==> src/rtl/turn_ctl.sv <==
// turn_ctl: turn sequencer for a two-player cat/dog throwing game.
// Owns the game tick, throw-force charging, flight timeout, HP bookkeeping and game end.
module turn_ctl #(
    parameter int TICK_DIV     = 65000,
    parameter int FORCE_STEP   = 4,
    parameter int FORCE_MAX    = 1000,
    parameter int FLIGHT_TICKS = 3000,
    parameter int SETTLE_TICKS = 2,
    parameter int HP_INIT      = 100,
    parameter int DAMAGE       = 20
) (
    input  logic       clk,
    input  logic       rst,
    input  logic       start,
    input  logic       btn_throw,
    input  logic       hit_cat,
    input  logic       hit_dog,
    output logic       enable_cat,
    output logic       enable_dog,
    output logic [9:0] throw_force,
    output logic       turn,
    output logic [6:0] hp_cat,
    output logic [6:0] hp_dog,
    output logic       game_over,
    output logic       winner
);

    localparam int TICK_W   = (TICK_DIV > 1) ? $clog2(TICK_DIV) : 1;
    localparam int FLIGHT_W = $clog2(FLIGHT_TICKS + 1);
    localparam int SETTLE_W = $clog2(SETTLE_TICKS + 1);

    localparam logic [TICK_W-1:0]   TICK_LAST   = TICK_W'(TICK_DIV - 1);
    localparam logic [FLIGHT_W-1:0] FLIGHT_LAST = FLIGHT_W'(FLIGHT_TICKS - 1);
    localparam logic [SETTLE_W-1:0] SETTLE_LAST = SETTLE_W'(SETTLE_TICKS - 1);
    localparam logic [10:0]         FORCE_INC   = 11'(FORCE_STEP);
    localparam logic [10:0]         FORCE_CAP   = 11'(FORCE_MAX);
    localparam logic [6:0]          HP_START    = 7'(HP_INIT);
    localparam logic [6:0]          HP_DAMAGE   = 7'(DAMAGE);

    typedef enum logic [2:0] {
        S_IDLE,
        S_READY,
        S_CHARGE,
        S_THROW,
        S_SETTLE,
        S_OVER
    } state_t;

    state_t r_state;
    state_t w_next_state;

    logic [TICK_W-1:0]   r_tick_cnt;
    logic [FLIGHT_W-1:0] r_flight_cnt;
    logic [SETTLE_W-1:0] r_settle_cnt;
    logic [9:0]          r_force;
    logic [6:0]          r_hp_cat;
    logic [6:0]          r_hp_dog;
    logic                r_turn;
    logic                r_game_over;
    logic                r_winner;
    logic                r_en_cat;
    logic                r_en_dog;
    logic                r_btn_prev;

    logic        w_tick;
    logic        w_btn_rise;
    logic        w_hit_active;
    logic        w_opp_hp_zero;
    logic        w_flight_done;
    logic        w_settle_done;
    logic [10:0] w_force_sum;
    logic [9:0]  w_force_next;
    logic [6:0]  w_hp_cat_dec;
    logic [6:0]  w_hp_dog_dec;

    logic w_load_game;
    logic w_clr_force;
    logic w_add_force;
    logic w_apply_hit;
    logic w_toggle_turn;
    logic w_end_game;

    // NOTE: sequential state always uses non-blocking (<=) so every flop samples pre-edge values.
    always_ff @(posedge clk) begin
        if (rst || w_tick) r_tick_cnt <= '0;
        else               r_tick_cnt <= r_tick_cnt + TICK_W'(1);
    end

    assign w_tick        = (r_tick_cnt == TICK_LAST);
    assign w_btn_rise    = btn_throw & ~r_btn_prev;
    assign w_hit_active  = r_turn ? hit_dog : hit_cat;
    assign w_opp_hp_zero = r_turn ? (r_hp_cat == '0) : (r_hp_dog == '0);
    assign w_flight_done = w_tick && (r_flight_cnt == FLIGHT_LAST);
    assign w_settle_done = w_tick && (r_settle_cnt == SETTLE_LAST);

    // 11-bit sum so a step near the 10-bit ceiling saturates instead of wrapping.
    assign w_force_sum  = {1'b0, r_force} + FORCE_INC;
    assign w_force_next = (w_force_sum >= FORCE_CAP) ? FORCE_CAP[9:0] : w_force_sum[9:0];
    assign w_hp_cat_dec = (r_hp_cat <= HP_DAMAGE) ? 7'd0 : r_hp_cat - HP_DAMAGE;
    assign w_hp_dog_dec = (r_hp_dog <= HP_DAMAGE) ? 7'd0 : r_hp_dog - HP_DAMAGE;

    always_ff @(posedge clk) begin
        if (rst) r_state <= S_IDLE;
        else     r_state <= w_next_state;
    end

    // NOTE: every output of this block gets a default first, so no path can infer a latch.
    always_comb begin
        w_next_state  = r_state;
        w_load_game   = 1'b0;
        w_clr_force   = 1'b0;
        w_add_force   = 1'b0;
        w_apply_hit   = 1'b0;
        w_toggle_turn = 1'b0;
        w_end_game    = 1'b0;
        case (r_state)
            S_IDLE, S_OVER: begin
                if (start) begin
                    w_load_game  = 1'b1;
                    w_next_state = S_READY;
                end
            end
            S_READY: begin
                if (w_btn_rise) begin
                    w_clr_force  = 1'b1;
                    w_next_state = S_CHARGE;
                end
            end
            S_CHARGE: begin
                if (!btn_throw) w_next_state = S_THROW;
                else if (w_tick) w_add_force = 1'b1;
            end
            S_THROW: begin
                // A hit beats a timeout landing on the same edge.
                if (w_hit_active) begin
                    w_apply_hit  = 1'b1;
                    w_next_state = S_SETTLE;
                end else if (w_flight_done) begin
                    w_next_state = S_SETTLE;
                end
            end
            S_SETTLE: begin
                if (w_settle_done) begin
                    if (w_opp_hp_zero) begin
                        w_end_game   = 1'b1;
                        w_next_state = S_OVER;
                    end else begin
                        w_toggle_turn = 1'b1;
                        w_next_state  = S_READY;
                    end
                end
            end
            default: w_next_state = S_IDLE;
        endcase
    end

    always_ff @(posedge clk) begin
        if (rst) begin
            r_flight_cnt <= '0;
            r_settle_cnt <= '0;
            r_force      <= '0;
            r_hp_cat     <= HP_START;
            r_hp_dog     <= HP_START;
            r_turn       <= 1'b0;
            r_game_over  <= 1'b0;
            r_winner     <= 1'b0;
            r_en_cat     <= 1'b0;
            r_en_dog     <= 1'b0;
            r_btn_prev   <= 1'b0;
        end else begin
            r_btn_prev <= btn_throw;

            if (r_state != w_next_state) begin
                r_flight_cnt <= '0;
                r_settle_cnt <= '0;
            end else if (w_tick) begin
                if (r_state == S_THROW)  r_flight_cnt <= r_flight_cnt + FLIGHT_W'(1);
                if (r_state == S_SETTLE) r_settle_cnt <= r_settle_cnt + SETTLE_W'(1);
            end

            if (w_clr_force)      r_force <= '0;
            else if (w_add_force) r_force <= w_force_next;

            if (w_load_game) begin
                r_hp_cat    <= HP_START;
                r_hp_dog    <= HP_START;
                r_turn      <= 1'b0;
                r_game_over <= 1'b0;
            end

            if (w_apply_hit) begin
                if (r_turn) r_hp_cat <= w_hp_cat_dec;
                else        r_hp_dog <= w_hp_dog_dec;
            end

            if (w_toggle_turn) r_turn <= ~r_turn;

            if (w_end_game) begin
                r_game_over <= 1'b1;
                r_winner    <= r_turn;
            end

            // Turn never changes while entering THROW, so the enables follow the state edge only.
            r_en_cat <= (w_next_state == S_THROW) && !r_turn;
            r_en_dog <= (w_next_state == S_THROW) &&  r_turn;
        end
    end

    assign enable_cat  = r_en_cat;
    assign enable_dog  = r_en_dog;
    assign throw_force = r_force;
    assign turn        = r_turn;
    assign hp_cat      = r_hp_cat;
    assign hp_dog      = r_hp_dog;
    assign game_over   = r_game_over;
    assign winner      = r_winner;

endmodule

==> config.mk <==
export PLATFORM = sky130hd
export DESIGN_NAME = turn_ctl
export DESIGN_NICKNAME = d
export VERILOG_FILES = /design/src/rtl/turn_ctl.sv
export SDC_FILE = /design/constraint.sdc
export NUM_CORES = 1
export LEC_CHECK = 0
export CORE_MARGIN = 2
export CORE_UTILIZATION = 51
export DETAILED_ROUTE_END_ITERATION = 16
export MAX_ROUTING_LAYER = met4
export PLACE_DENSITY_LB_ADDON = 0.08
export SETUP_SLACK_MARGIN = 0.15
export SYNTH_ARGS = -nofsm -noshare
export SYNTH_HDL_FRONTEND = slang
export SYNTH_SLANG_ARGS = --single-unit
==> constraint.sdc <==
create_clock -name clk -period 2.55 [get_ports clk]
set_clock_uncertainty 0.15 [all_clocks]
set_input_delay 0.6375 -clock clk [delete_from_list [all_inputs] [get_ports clk]]
set_output_delay 0.6375 -clock clk [all_outputs]
set_load 0.01 [all_outputs]
run_1/final_congestion.png
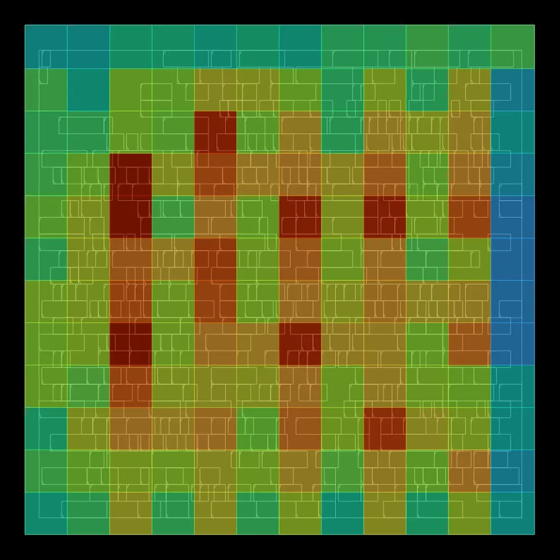
post-DR wirelength/cell: 13.48 um
busiest grt layer: met2
Global Route Usage Sum: 21.43%
routing usage on met3: 3.976%

run_1/gate_families.png
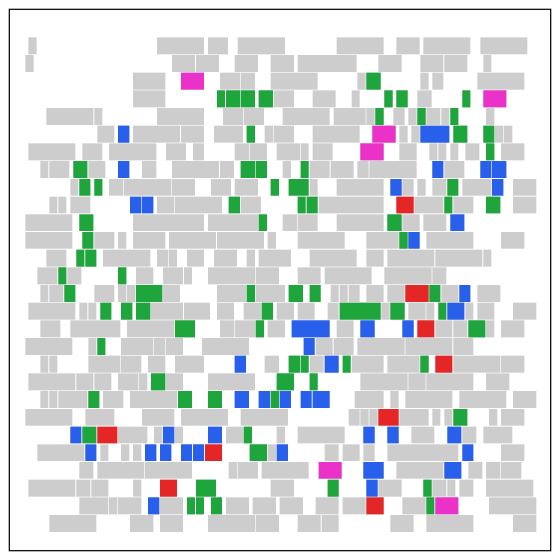
| colour | family | cells |
|---|---|---|
| red | AND-OR and OR-AND gates | 9 |
| blue | inverting AOI/OAI gates | 42 |
| magenta | multiplexers | 6 |
| green | NAND gates | 77 |

run_1/metal_stack.png
Two of the layers only.
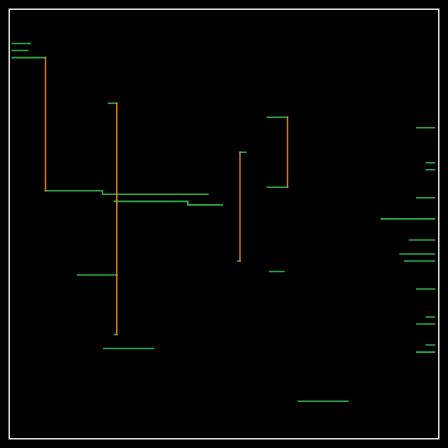
| colour | layer | wire length |
|---|---|---|
| green | met3 | 158 um |
| orange | met4 | 105 um |

==> flow_summary.html, run 1 <==
<h3>Run summary</h3>
<table>
<tr><th>Metric</th><th>Value</th></tr>
<tr><th colspan="2">Outcome</th></tr>
<tr><td>Status</td><td>completed</td></tr>
<tr><th colspan="2">Routing</th></tr>
<tr><td>Number of DRC markers in iteration 0</td><td>just under 100</td></tr>
<tr><td>Post-route ant nets</td><td>0</td></tr>
<tr><td>Remaining design rule violation count</td><td>0</td></tr>
<tr><td>Post-Route M1 WL</td><td>3.340 mm</td></tr>
<tr><td>Via count</td><td>roughly 2800</td></tr>
<tr><td>Total wire length</td><td>6.970 mm</td></tr>
<tr><td>Via/cell ratio</td><td>5.424</td></tr>
<tr><td>1st-pass router iterations</td><td>4</td></tr>
<tr><th colspan="2">Synthesis</th></tr>
<tr><td>Cell count after synthesis</td><td>380</td></tr>
<tr><td>Most area-hungry cell type in the Yosys netlist</td><td>dfxtp_1</td></tr>
<tr><td>Synth Warn #</td><td>0</td></tr>
<tr><td>Fraction of synthesized cell area in xor and xnor cells</td><td>7.662%</td></tr>
<tr><td>Mux share of post-synthesis cell area</td><td>1.886%</td></tr>
<tr><td>Number of cells in Yosys stat</td><td>between 300 and 400</td></tr>
<tr><td>Synthesized area per cell</td><td>8.380 um^2</td></tr>
<tr><td>Flops &amp; latches, synth</td><td>roughly 60</td></tr>
<tr><td>Top-area cell type share of the netlist area</td><td>38.35%</td></tr>
<tr><td>Biggest area cells</td><td>dfxtp_1, nor2_1, ha_1, nand2_1, xnor2_1</td></tr>
<tr><td>Library cells used by synthesis</td><td>54</td></tr>
<tr><td>Most used flip-flop cell after synthesis</td><td>dfxtp_1</td></tr>
<tr><td>Sequential element share of the synthesized area</td><td>about two fifths</td></tr>
<tr><td>Basic-gate share of the synthesized area counting and, or, nand and nor cells</td><td>about a third</td></tr>
<tr><td>Post-synth ARST share</td><td>0%</td></tr>
<tr><td>Number of synthesized flops with an enable pin</td><td>0</td></tr>
<tr><td>Synthesized area</td><td>about 0.0032 mm^2</td></tr>
<tr><td>Yosys chip area</td><td>~0.0032 mm^2</td></tr>
<tr><td>Top comb family, area</td><td>simple AND/OR/NAND/NOR gates</td></tr>
<tr><td>Adder share</td><td>4.322%</td></tr>
<tr><th colspan="2">Layout</th></tr>
<tr><td>Number of fillers in the final layout</td><td>508</td></tr>
<tr><td>Fraction of area in multi-input gates</td><td>46.65%</td></tr>
<tr><td>Final design utilization</td><td>67.92%</td></tr>
<tr><td>Share of the final layout cell area in sequential cells</td><td>a little under a third</td></tr>
<tr><td>Number of flip-flops in the largest register</td><td>16</td></tr>
<tr><td>Flop count</td><td>roughly 61</td></tr>
<tr><td>Most flops, register</td><td>r_tick_cnt</td></tr>
<tr><td>Clock tree cell share of total cell area</td><td>5.535%</td></tr>
<tr><td>Share of final-layout standard cells stronger than drive strength 1</td><td>16.74%</td></tr>
<tr><td>Commonest non-fill, non-tap cell in the layout</td><td>dfxtp_1</td></tr>
<tr><td>Sequential cell area</td><td>0.001222 mm^2</td></tr>
<tr><td>Top logic cells by instance count in the layout</td><td>dfxtp_1, nor2_1, nand2_1, clkdlybuf4s50_1, buf_4</td></tr>
<tr><td>Area-dominant cell class after layout</td><td>combinational gates</td></tr>
<tr><td>Layout area overhead</td><td>27.78%</td></tr>
<tr><th colspan="2">Global routing</th></tr>
<tr><td>First-pass GRT wire length</td><td>12.09 mm</td></tr>
<tr><td>Largest net degree at the start of global routing</td><td>20</td></tr>
<tr><td>GRT Residual Overflow</td><td>0</td></tr>
<tr><td>Initial antenna violation count</td><td>0</td></tr>
<tr><th colspan="2">Power</th></tr>
<tr><td>PD cells</td><td>530.8 mW/mm^2</td></tr>
<tr><td>Power Internal</td><td>around 1.7 mW</td></tr>
<tr><td>Power in sequential cells</td><td>977 uW</td></tr>
<tr><td>Clock Power</td><td>965 uW</td></tr>
<tr><td>Total power of the final layout</td><td>around 2.2 mW</td></tr>
<tr><td>Net Switching</td><td>492.8 uW</td></tr>
<tr><td>Share of total power in the clock network</td><td>44.7%</td></tr>
<tr><td>P_comb</td><td>218 uW</td></tr>
<tr><td>Worst VDD drop</td><td>0.0004693 V</td></tr>
<tr><td>Leading power group</td><td>sequential cells</td></tr>
<tr><td>Leakage power figure</td><td>1.454 nW</td></tr>
<tr><th colspan="2">Clock tree</th></tr>
<tr><td>TritonCTS clock tree</td><td>built</td></tr>
<tr><td>H-Tree Depth</td><td>3</td></tr>
<tr><td>Clk ins delay skew pair</td><td>roughly 0.33 ns</td></tr>
<tr><td>Post-CTS setup-driven buffer insertion count</td><td>1</td></tr>
<tr><td>CTS-repair resized insts</td><td>3</td></tr>
<tr><td>Hold Buf Count CTS</td><td>0</td></tr>
<tr><th colspan="2">Die</th></tr>
<tr><td>Pre-Place Util</td><td>~53%</td></tr>
<tr><td>Core area</td><td>approximately 0.006 mm^2</td></tr>
<tr><td>Vertical die dimension</td><td>83.02 um</td></tr>
<tr><td>Top-level I/O count</td><td>35</td></tr>
<tr><td>Number of well-tap cells placed</td><td>75</td></tr>
<tr><td>Placement Rows</td><td>28</td></tr>
<tr><th colspan="2">Placed design</th></tr>
<tr><td>Final RePlAce weighted congestion</td><td>0.8279</td></tr>
<tr><td>Detailed placement HPWL</td><td>just under 5 mm</td></tr>
<tr><td>Post-Place Cells</td><td>499</td></tr>
<tr><th colspan="2">Critical path</th></tr>
<tr><td>Arrival time of data at the critical path endpoint</td><td>2.49 ns</td></tr>
<tr><td>End of the worst register-to-register path</td><td>r_flight_cnt[6]$_SDFFE_PP0P_</td></tr>
<tr><td>Buffers and inverters on the worst path</td><td>1</td></tr>
<tr><td>CP Capture Point</td><td>r_flight_cnt[6]$_SDFFE_PP0P_</td></tr>
<tr><td>Worst setup EP type</td><td>flop</td></tr>
<tr><td>Peak fanout along the critical path</td><td>7</td></tr>
<tr><td>Critical path's top delay family</td><td>simple AND/OR/NAND/NOR gates</td></tr>
<tr><td>Beginning of the worst register-to-register path</td><td>r_tick_cnt[4]$_SDFF_PP0_</td></tr>
<tr><td>Path depth of the worst reg2reg path</td><td>7</td></tr>
<tr><td>Levels on crit path</td><td>7</td></tr>
<tr><th colspan="2">Final timing</th></tr>
<tr><td>Worst hold margin</td><td>roughly 0.34 ns</td></tr>
<tr><td>Number of max-slew violations in the final report</td><td>0</td></tr>
<tr><td>Highest Clock Rate</td><td>roughly 420 MHz</td></tr>
<tr><td>Min Tclk post-route</td><td>2.378 ns</td></tr>
<tr><td>Unrepaired setup endpoints after global routing</td><td>yes</td></tr>
<tr><td>Ratio of final minimum period to clock period</td><td>93.24%</td></tr>
<tr><td>Worst Slack Setup Final</td><td>0.1723 ns</td></tr>
<tr><td>Final hold vios</td><td>0</td></tr>
<tr><th colspan="2">Job</th></tr>
<tr><td>Max-Cap Viols</td><td>0</td></tr>
<tr><th colspan="2">Hold path</th></tr>
<tr><td>Cell depth of the worst hold path</td><td>2</td></tr>
<tr><td>Hold-critical path endpoint</td><td>game_over$_SDFFE_PP0P_</td></tr>
</table>
## Run 2: what changed since run 1
--- a/config.mk
+++ b/config.mk
@@ -9,7 +9,7 @@
 export CORE_UTILIZATION = 51
 export DETAILED_ROUTE_END_ITERATION = 16
 export MAX_ROUTING_LAYER = met4
-export PLACE_DENSITY_LB_ADDON = 0.08
+export PLACE_DENSITY = 0.73
 export SETUP_SLACK_MARGIN = 0.15
 export SYNTH_ARGS = -nofsm -noshare
 export SYNTH_HDL_FRONTEND = slang
==> run 2 against run 1 <==
Against the previous run: wire length grew 0.13%; global-route usage shrank 0.98 points; utilization grew 0.40 points; non-clock buffer count grew 3; clock power shrank 18%; synthesized area is the same; sequential power is essentially flat.
==> flow_summary.html, run 2 <==
<h3>Run summary</h3>
<table>
<tr><th>Metric</th><th>Value</th></tr>
<tr><th colspan="2">Outcome</th></tr>
<tr><td>Status</td><td>completed</td></tr>
<tr><th colspan="2">Synthesis</th></tr>
<tr><td>Biggest area cells</td><td>dfxtp_1, nor2_1, ha_1, nand2_1, xnor2_1</td></tr>
<tr><td>Library cells used by synthesis</td><td>54 (unchanged)</td></tr>
<tr><td>Synthesized area</td><td>0.003184 mm^2 (unchanged)</td></tr>
<tr><td>Top comb family, area</td><td>simple AND/OR/NAND/NOR gates</td></tr>
<tr><td>Adder share</td><td>4.322% (unchanged)</td></tr>
<tr><td>Mux share of post-synthesis cell area</td><td>1.886% (unchanged)</td></tr>
<tr><td>Basic-gate share of the synthesized area counting and, or, nand and nor cells</td><td>33.67% (unchanged)</td></tr>
<tr><td>Fraction of synthesized cell area in xor and xnor cells</td><td>7.662% (unchanged)</td></tr>
<tr><td>Synthesized area per cell</td><td>8.380 um^2 (unchanged)</td></tr>
<tr><td>Most used flip-flop cell after synthesis</td><td>dfxtp_1</td></tr>
<tr><td>Number of cells in Yosys stat</td><td>380 (unchanged)</td></tr>
<tr><td>Flops &amp; latches, synth</td><td>61 (unchanged)</td></tr>
<tr><td>Post-synth ARST share</td><td>0% (unchanged)</td></tr>
<tr><td>Most area-hungry cell type in the Yosys netlist</td><td>dfxtp_1</td></tr>
<tr><td>Number of synthesized flops with an enable pin</td><td>0 (unchanged)</td></tr>
<tr><td>Cell count after synthesis</td><td>380 (unchanged)</td></tr>
<tr><td>Top-area cell type share of the netlist area</td><td>38.35% (unchanged)</td></tr>
<tr><td>Yosys chip area</td><td>0.003184 mm^2 (unchanged)</td></tr>
<tr><td>Synth Warn #</td><td>0 (unchanged)</td></tr>
<tr><td>Sequential element share of the synthesized area</td><td>38.35% (unchanged)</td></tr>
<tr><th colspan="2">Routing</th></tr>
<tr><td>Post-DR wirelength/cell</td><td>13.45 um (-0.26%)</td></tr>
<tr><td>Via/cell ratio</td><td>5.401 (-0.42%)</td></tr>
<tr><td>Post-route ant nets</td><td>0 (unchanged)</td></tr>
<tr><td>Remaining design rule violation count</td><td>0 (unchanged)</td></tr>
<tr><td>1st-pass router iterations</td><td>4 (unchanged)</td></tr>
<tr><td>Total wire length</td><td>6.979 mm (+0.13%)</td></tr>
<tr><td>Post-Route M1 WL</td><td>3.253 mm (-2.6%)</td></tr>
<tr><td>Highest routing layer actually used</td><td>met4</td></tr>
<tr><td>Number of DRC markers in iteration 0</td><td>169 (+74%)</td></tr>
<tr><th colspan="2">Clock tree</th></tr>
<tr><td>CTS-repair resized insts</td><td>2 (-1)</td></tr>
<tr><td>Post-CTS setup-driven buffer insertion count</td><td>1 (unchanged)</td></tr>
<tr><td>Hold Buf Count CTS</td><td>0 (unchanged)</td></tr>
<tr><td>Number of clock sinks seen by CTS</td><td>a little over 60</td></tr>
<tr><td>TritonCTS clock tree</td><td>built</td></tr>
<tr><td>Number of buffers inserted during clock tree synthesis</td><td>9</td></tr>
<tr><td>H-Tree Depth</td><td>3 (unchanged)</td></tr>
<tr><td>Clk ins delay skew pair</td><td>0.34 ns (about the same)</td></tr>
<tr><th colspan="2">Final timing</th></tr>
<tr><td>Number of max-slew violations in the final report</td><td>0 (unchanged)</td></tr>
<tr><td>Ratio of final minimum period to clock period</td><td>93.70% (+0.46 points)</td></tr>
<tr><td>Highest Clock Rate</td><td>418.5 MHz (-0.49%)</td></tr>
<tr><td>Worst Slack Setup Final</td><td>0.1606 ns (-0.01170 ns)</td></tr>
<tr><td>Worst hold margin</td><td>0.3393 ns (-0.0005360 ns)</td></tr>
<tr><td>Unrepaired setup endpoints after global routing</td><td>yes</td></tr>
<tr><td>Min Tclk post-route</td><td>2.389 ns (+0.01170 ns)</td></tr>
<tr><td>Final hold vios</td><td>0 (unchanged)</td></tr>
<tr><th colspan="2">Global routing</th></tr>
<tr><td>Largest net degree at the start of global routing</td><td>20 (unchanged)</td></tr>
<tr><td>Initial antenna violation count</td><td>0 (unchanged)</td></tr>
<tr><td>Routing usage on met3</td><td>5.268% (+1.3 points)</td></tr>
<tr><td>First-pass GRT wire length</td><td>11.42 mm (-5.5%)</td></tr>
<tr><td>GRT Residual Overflow</td><td>0 (unchanged)</td></tr>
<tr><td>Busiest grt layer</td><td>met2</td></tr>
<tr><td>Global Route Usage Sum</td><td>20.46% (-0.98 points)</td></tr>
<tr><th colspan="2">Layout</th></tr>
<tr><td>Number of flip-flops in the largest register</td><td>16 (unchanged)</td></tr>
<tr><td>Top logic cells by instance count in the layout</td><td>dfxtp_1, nor2_1, nand2_1, clkdlybuf4s50_1, buf_4</td></tr>
<tr><td>Share of final-layout standard cells stronger than drive strength 1</td><td>17.79% (+1.1 points)</td></tr>
<tr><td>Most flops, register</td><td>r_tick_cnt</td></tr>
<tr><td>Flop count</td><td>61 (unchanged)</td></tr>
<tr><td>Area-dominant cell class after layout</td><td>combinational gates</td></tr>
<tr><td>Number of fillers in the final layout</td><td>489 (-3.7%)</td></tr>
<tr><td>Layout area overhead</td><td>28.53%</td></tr>
<tr><td>Clock tree cell share of total cell area</td><td>4.341% (-1.2 points)</td></tr>
<tr><td>Number of signal-net inverters in the final layout</td><td>13</td></tr>
<tr><th colspan="2">Power</th></tr>
<tr><td>Clock Power</td><td>787 uW (-18%)</td></tr>
<tr><td>Leakage power figure</td><td>1.463 nW (+0.61%)</td></tr>
<tr><td>Net Switching</td><td>497.8 uW (+1.0%)</td></tr>
<tr><td>Net switching share of the total power</td><td>24.86%</td></tr>
<tr><td>Share of total power in the clock network</td><td>39.3% (-5.4 points)</td></tr>
<tr><td>P_comb</td><td>237 uW (+9%)</td></tr>
<tr><td>Leading power group</td><td>sequential cells</td></tr>
<tr><td>PD cells</td><td>489.3 mW/mm^2 (-7.8%)</td></tr>
<tr><td>Total power of the final layout</td><td>2.003 mW (-7.3%)</td></tr>
<tr><td>Power Internal</td><td>1.505 mW (-9.7%)</td></tr>
<tr><td>Worst VDD drop</td><td>0.0003114 V (-34%)</td></tr>
<tr><th colspan="2">Critical path</th></tr>
<tr><td>Arrival time of data at the critical path endpoint</td><td>2.50 ns (about the same)</td></tr>
<tr><td>CP Capture Point</td><td>r_flight_cnt[5]$_SDFFE_PP0P_</td></tr>
<tr><td>Path depth of the worst reg2reg path</td><td>7 (unchanged)</td></tr>
<tr><td>Launching element type of the critical path</td><td>flop</td></tr>
<tr><td>End of the worst register-to-register path</td><td>r_flight_cnt[5]$_SDFFE_PP0P_</td></tr>
<tr><td>Levels on crit path</td><td>7 (unchanged)</td></tr>
<tr><td>Peak fanout along the critical path</td><td>7 (unchanged)</td></tr>
<tr><td>Critical path's top delay family</td><td>simple AND/OR/NAND/NOR gates</td></tr>
<tr><td>Worst setup EP type</td><td>flop</td></tr>
<tr><td>Buffers and inverters on the worst path</td><td>1 (unchanged)</td></tr>
<tr><td>Beginning of the worst register-to-register path</td><td>r_tick_cnt[3]$_SDFF_PP0_</td></tr>
<tr><th colspan="2">Die</th></tr>
<tr><td>Placement Rows</td><td>28 (unchanged)</td></tr>
<tr><td>Number of well-tap cells placed</td><td>75 (unchanged)</td></tr>
<tr><td>Vertical die dimension</td><td>83.02 um (unchanged)</td></tr>
<tr><td>Top-level I/O count</td><td>35 (unchanged)</td></tr>
<tr><td>Pre-Place Util</td><td>53.15% (unchanged)</td></tr>
<tr><th colspan="2">Hold path</th></tr>
<tr><td>Hold path start</td><td>winner$_SDFFE_PP0P_</td></tr>
<tr><td>Hold-critical path endpoint</td><td>winner$_SDFFE_PP0P_</td></tr>
<tr><td>Cell depth of the worst hold path</td><td>2 (unchanged)</td></tr>
<tr><th colspan="2">Placed design</th></tr>
<tr><td>Detailed placement HPWL</td><td>4.833 mm (-1.5%)</td></tr>
<tr><td>Post-Place Cells</td><td>500 (+0.20%)</td></tr>
<tr><td>Final RePlAce weighted congestion</td><td>0.8451 (+2.1%)</td></tr>
<tr><th colspan="2">Job</th></tr>
<tr><td>Max-Cap Viols</td><td>0 (unchanged)</td></tr>
</table>
run_2/registers.png
Bar = 20 um.
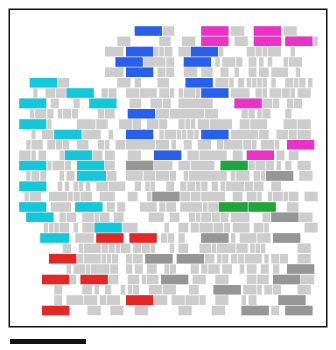
| colour | netlist name | sequential cells |
|---|---|---|
| magenta | throw_force | 8 |
| red | hp_dog | 7 |
| cyan | r_tick_cnt | 16 |
| blue | r_flight_cnt | 12 |
| green | r_state | 3 |
not coloured: 15
share of the final layout cell area in sequential cells: 29.93%
final design utilization: 68.32%
power in sequential cells: 978 uW
sequential cell area: 0.001225 mm^2

run_2/gate_families.png
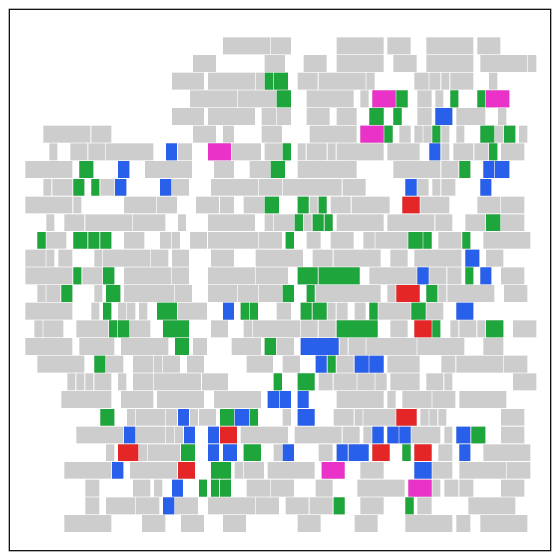
| colour | family | cells |
|---|---|---|
| green | NAND gates | 77 |
| blue | inverting AOI/OAI gates | 42 |
| magenta | multiplexers | 6 |
| red | AND-OR and OR-AND gates | 9 |
fraction of area in multi-input gates: 46.99%
commonest non-fill, non-tap cell in the layout: dfxtp_1
fin cells: 519

Power and IR drop assume default switching activity.
